**M1 wires**

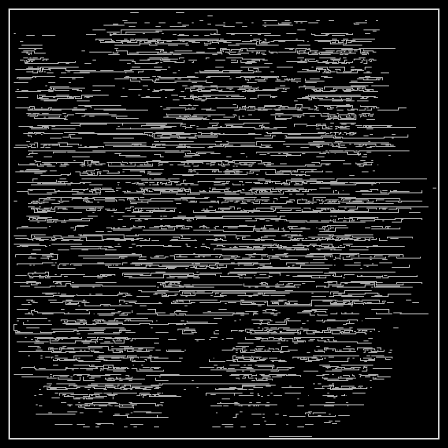
**Metal 2**

The bar under the picture is 20 um long. Cells faint in the background.
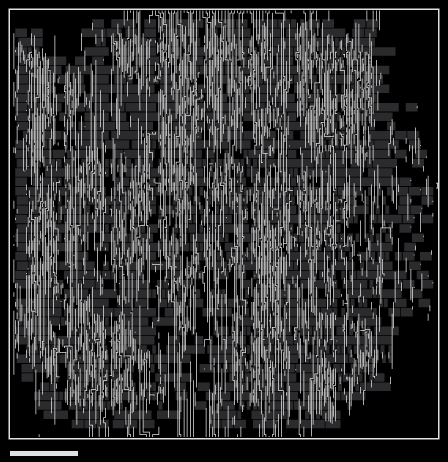
### config.mk
export PLATFORM = sky130hd
export DESIGN_NAME = stream_receiver_ctrl
export DESIGN_NICKNAME = d
export VERILOG_FILES = /design/src/rtl/stream_receiver_ctrl.sv
export SDC_FILE = /design/constraint.sdc
export NUM_CORES = 1
export LEC_CHECK = 0
export ABC_AREA = 1
export CAP_MARGIN = 20
export CORE_UTILIZATION = 48
export DETAILED_ROUTE_END_ITERATION = 7
export PLACE_DENSITY = 0.89
export RECOVER_POWER = 25
export SYNTH_ARGS = -nofsm -noshare
export SYNTH_HDL_FRONTEND = slang
export SYNTH_SLANG_ARGS = --single-unit
### constraint.sdc
create_clock -name i_clk -period 2 [get_ports i_clk]
set_input_delay 0.4 -clock i_clk [delete_from_list [all_inputs] [get_ports i_clk]]
set_output_delay 0.4 -clock i_clk [all_outputs]
set_load 0.01 [all_outputs]
### src/rtl/stream_receiver_ctrl.sv
// Streaming receiver controller: checks CRC-qualified packets for in-order delivery,
// writes good packets to the ZBT port and requests resends on errors or timeouts.
module stream_receiver_ctrl #(
    parameter int ADDR_W    = 19,
    parameter int DATA_W    = 36,
    parameter int CRC_W     = 16,
    parameter int MAX_RETRY = 3,
    parameter int TIMEOUT   = 1023
) (
    input  logic                            i_clk,
    input  logic                            i_reset,
    input  logic                            i_receive_en,
    input  logic                            i_pkt_valid,
    input  logic [ADDR_W+DATA_W+CRC_W-1:0]  i_pkt,
    input  logic                            i_crc_good,
    input  logic                            i_memory_full,
    input  logic                            i_wr_ready,
    output logic                            o_write_enable,
    output logic [ADDR_W-1:0]               o_zbt_address,
    output logic [DATA_W-1:0]               o_data_to_zbt,
    output logic                            o_resend_req,
    output logic [ADDR_W-1:0]               o_resend_address,
    input  logic                            i_resend_ack,
    output logic [2:0]                      o_state,
    output logic [ADDR_W-1:0]               o_expected_address,
    output logic [15:0]                     o_good_count,
    output logic [15:0]                     o_bad_count,
    output logic                            o_overflow,
    output logic                            o_link_fail
);

    localparam int PKT_W = ADDR_W + DATA_W + CRC_W;
    localparam int TO_W  = $clog2(TIMEOUT + 1);
    localparam int RT_W  = $clog2(MAX_RETRY + 1);

    typedef enum logic [2:0] {
        S_IDLE    = 3'd0,
        S_RECEIVE = 3'd1,
        S_WRITE   = 3'd2,
        S_RESEND  = 3'd3,
        S_FAIL    = 3'd4
    } state_t;

    function automatic logic [15:0] sat_inc(input logic [15:0] v);
        if (v == 16'hFFFF) begin
            return v;
        end else begin
            return v + 16'd1;
        end
    endfunction

    state_t            r_state, w_state_nxt;
    logic [ADDR_W-1:0] r_exp, w_exp_nxt;
    logic [ADDR_W-1:0] r_zaddr, w_zaddr_nxt;
    logic [DATA_W-1:0] r_zdata, w_zdata_nxt;
    logic [ADDR_W-1:0] r_raddr, w_raddr_nxt;
    logic [15:0]       r_good, w_good_nxt;
    logic [15:0]       r_bad, w_bad_nxt;
    logic [RT_W-1:0]   r_retry, w_retry_nxt;
    logic [TO_W-1:0]   r_timeout, w_timeout_nxt;
    logic              r_we, w_we_nxt;
    logic              r_rreq, w_rreq_nxt;
    logic              r_ovf, w_ovf_nxt;
    logic              r_lfail, w_lfail_nxt;

    logic [ADDR_W-1:0] w_pkt_addr;
    logic [DATA_W-1:0] w_pkt_data;
    logic [TO_W-1:0]   w_timeout_inc;
    logic [RT_W-1:0]   w_retry_inc;

    // The CRC tail occupies the low bits and is simply never routed onward.
    assign w_pkt_addr    = i_pkt[PKT_W-1 -: ADDR_W];
    assign w_pkt_data    = i_pkt[CRC_W +: DATA_W];
    assign w_timeout_inc = r_timeout + TO_W'(1);
    assign w_retry_inc   = r_retry + RT_W'(1);

    // Next-state and next-output decode for the receive FSM.
    always_comb begin
        w_state_nxt   = r_state;
        w_exp_nxt     = r_exp;
        w_zaddr_nxt   = r_zaddr;
        w_zdata_nxt   = r_zdata;
        w_raddr_nxt   = r_raddr;
        w_good_nxt    = r_good;
        w_bad_nxt     = r_bad;
        w_retry_nxt   = r_retry;
        w_timeout_nxt = r_timeout;
        w_we_nxt      = r_we;
        w_rreq_nxt    = r_rreq;
        w_ovf_nxt     = r_ovf;
        w_lfail_nxt   = r_lfail;

        case (r_state)
            S_IDLE: begin
                w_timeout_nxt = '0;
                w_we_nxt      = 1'b0;
                w_rreq_nxt    = 1'b0;
                if (i_receive_en) begin
                    w_state_nxt = S_RECEIVE;
                end else begin
                    w_state_nxt = S_IDLE;
                end
            end
            S_RECEIVE: begin
                if (!i_receive_en) begin
                    w_state_nxt   = S_IDLE;
                    w_timeout_nxt = '0;
                end else if (i_pkt_valid) begin
                    w_timeout_nxt = '0;
                    if (i_crc_good && (w_pkt_addr == r_exp)) begin
                        if (!i_memory_full) begin
                            w_zaddr_nxt = w_pkt_addr;
                            w_zdata_nxt = w_pkt_data;
                            w_we_nxt    = 1'b1;
                            w_state_nxt = S_WRITE;
                        end else begin
                            w_ovf_nxt = 1'b1;
                            w_bad_nxt = sat_inc(r_bad);
                        end
                    end else begin
                        // Duplicates fall here too: always ask again for the expected address.
                        w_raddr_nxt = r_exp;
                        w_rreq_nxt  = 1'b1;
                        w_bad_nxt   = sat_inc(r_bad);
                        w_state_nxt = S_RESEND;
                    end
                end else if (w_timeout_inc == TO_W'(TIMEOUT)) begin
                    w_timeout_nxt = '0;
                    w_raddr_nxt   = r_exp;
                    w_rreq_nxt    = 1'b1;
                    w_state_nxt   = S_RESEND;
                end else begin
                    w_timeout_nxt = w_timeout_inc;
                end
            end
            S_WRITE: begin
                w_timeout_nxt = '0;
                if (i_pkt_valid) begin
                    w_bad_nxt = sat_inc(r_bad);
                end else begin
                    w_bad_nxt = r_bad;
                end
                if (i_wr_ready) begin
                    w_we_nxt    = 1'b0;
                    w_exp_nxt   = r_exp + ADDR_W'(1);
                    w_good_nxt  = sat_inc(r_good);
                    w_retry_nxt = '0;
                    w_state_nxt = S_RECEIVE;
                end else begin
                    w_state_nxt = S_WRITE;
                end
            end
            S_RESEND: begin
                w_timeout_nxt = '0;
                if (i_pkt_valid) begin
                    w_bad_nxt = sat_inc(r_bad);
                end else begin
                    w_bad_nxt = r_bad;
                end
                if (i_resend_ack) begin
                    w_rreq_nxt  = 1'b0;
                    w_retry_nxt = w_retry_inc;
                    if (w_retry_inc >= RT_W'(MAX_RETRY)) begin
                        w_state_nxt = S_FAIL;
                        w_lfail_nxt = 1'b1;
                    end else begin
                        w_state_nxt = S_RECEIVE;
                    end
                end else begin
                    w_state_nxt = S_RESEND;
                end
            end
            S_FAIL: begin
                w_timeout_nxt = '0;
                w_we_nxt      = 1'b0;
                w_rreq_nxt    = 1'b0;
                w_lfail_nxt   = 1'b1;
                w_state_nxt   = S_FAIL;
            end
            default: begin
                w_timeout_nxt = '0;
                w_we_nxt      = 1'b0;
                w_rreq_nxt    = 1'b0;
                w_state_nxt   = S_IDLE;
            end
        endcase
    end

    // State and output registers with synchronous reset.
    always_ff @(posedge i_clk) begin
        if (i_reset) begin
            r_state   <= S_IDLE;
            r_exp     <= '0;
            r_zaddr   <= '0;
            r_zdata   <= '0;
            r_raddr   <= '0;
            r_good    <= 16'd0;
            r_bad     <= 16'd0;
            r_retry   <= '0;
            r_timeout <= '0;
            r_we      <= 1'b0;
            r_rreq    <= 1'b0;
            r_ovf     <= 1'b0;
            r_lfail   <= 1'b0;
        end else begin
            r_state   <= w_state_nxt;
            r_exp     <= w_exp_nxt;
            r_zaddr   <= w_zaddr_nxt;
            r_zdata   <= w_zdata_nxt;
            r_raddr   <= w_raddr_nxt;
            r_good    <= w_good_nxt;
            r_bad     <= w_bad_nxt;
            r_retry   <= w_retry_nxt;
            r_timeout <= w_timeout_nxt;
            r_we      <= w_we_nxt;
            r_rreq    <= w_rreq_nxt;
            r_ovf     <= w_ovf_nxt;
            r_lfail   <= w_lfail_nxt;
        end
    end

    assign o_state            = r_state;
    assign o_expected_address = r_exp;
    assign o_zbt_address      = r_zaddr;
    assign o_data_to_zbt      = r_zdata;
    assign o_resend_address   = r_raddr;
    assign o_good_count       = r_good;
    assign o_bad_count        = r_bad;
    assign o_write_enable     = r_we;
    assign o_resend_req       = r_rreq;
    assign o_overflow         = r_ovf;
    assign o_link_fail        = r_lfail;

endmodule

==> metrics.cfg <==
[outcome]
status = finished, violations left
failed_checks = design-rule violations

[cells_and_area]
dominant_cells = multi-input combinational cells
buf_share_pct = 27.9
flops = 144
final-clk-cell-share_pct = 5.71
antenna_cells = 2
comb_cells = 744

[final_timing]
maxSlewViolCount = 0
hold_ws_ns = 0.318
finalClockPeriodUsage_pct = 99.4
min_period_ns = 1.99
tns_ns = 0
slew_headroom_pct = 59.3

[worst_setup_path]
cp.arrival_ns = 2.28
cp_num_cells = 9
critPathMaxStageDelay_ns = 0.54

[power]
powerComb_mw = 0.662
p_clk_mw = 3.40
finalPower_mw = 6.98
p_sw_mw = 1.59
p_comb_share_pct = 9.5

[job]
warnings = 44
max_cap_viol_count = 0

[floorplan]
dieArea_mm2 = 0.0156
num_rows = 44
die_h_um = 125

[synth]
async_flop_share_pct = 0
edf_count = 0
postSynthCellCount = 1032
avgSynthCellArea_um2 = 7.03
synth_top_area_share_pct = 39.7
ys_seq_elements = 144

[clock_network]
cts.sinks = 144
cts.clk_slew.worst_paths_ns = 0.06

[routing]
drt-met1-wl_um = 9710
drc = 15
drt_first_pass_iters = 7
wl_per_cell_um = 16.0
topRoutingLayerUsed = met4

[grt]
overflow = 0

[placed_design]
dpl_cell_area_mm2 = 0.0100

-- 'M1 wires' (at the start) --
nets with wire on the layer: 1,250
main direction: horizontal
met1 global-route usage: 34.6%
drt total wl: 24,200 um
Vias: 8,143

-- 'metal 2' (at the start) --
nets with wire on the layer: 1,167
longest straight run: 45.9 um
wire length on this layer: 11,800 um
share of all routed wire: 49%
main direction: vertical
GRT met2 Usage: 50.9%

## cells in the mapped netlist, types with 4 or more instances
cell and count:
xor2_1 17, nand4_1 70, xnor2_1 8, nor3_1 27, nor2_2 20, nor4_1 5, nor2_4 5, o21ai_1 7
buf_6 8, nor2_1 106, nand3_1 67, nand2_1 252, dfxtp_1 144, a21oi_1 105, nand2_2 8, inv_2 17
o21ai_0 16, inv_1 77, clkbuf_1 18, nor3_2 4, buf_2 15, ha_1 6
## cell families (layout without fill, tap and decap cells)
kind of cell,after synthesis,count (layout),share of synthesized area (%)
AOI/OAI and AO/OA,135,135,9.81
xor gates and xnor gates,25,25,3.02
adders and majority gates,6,6,1.03
buffers and inverters,144,438,8.98
DFF,144,144,39.7
other,0,2,0
and+or+nand+nor,578,578,37.5
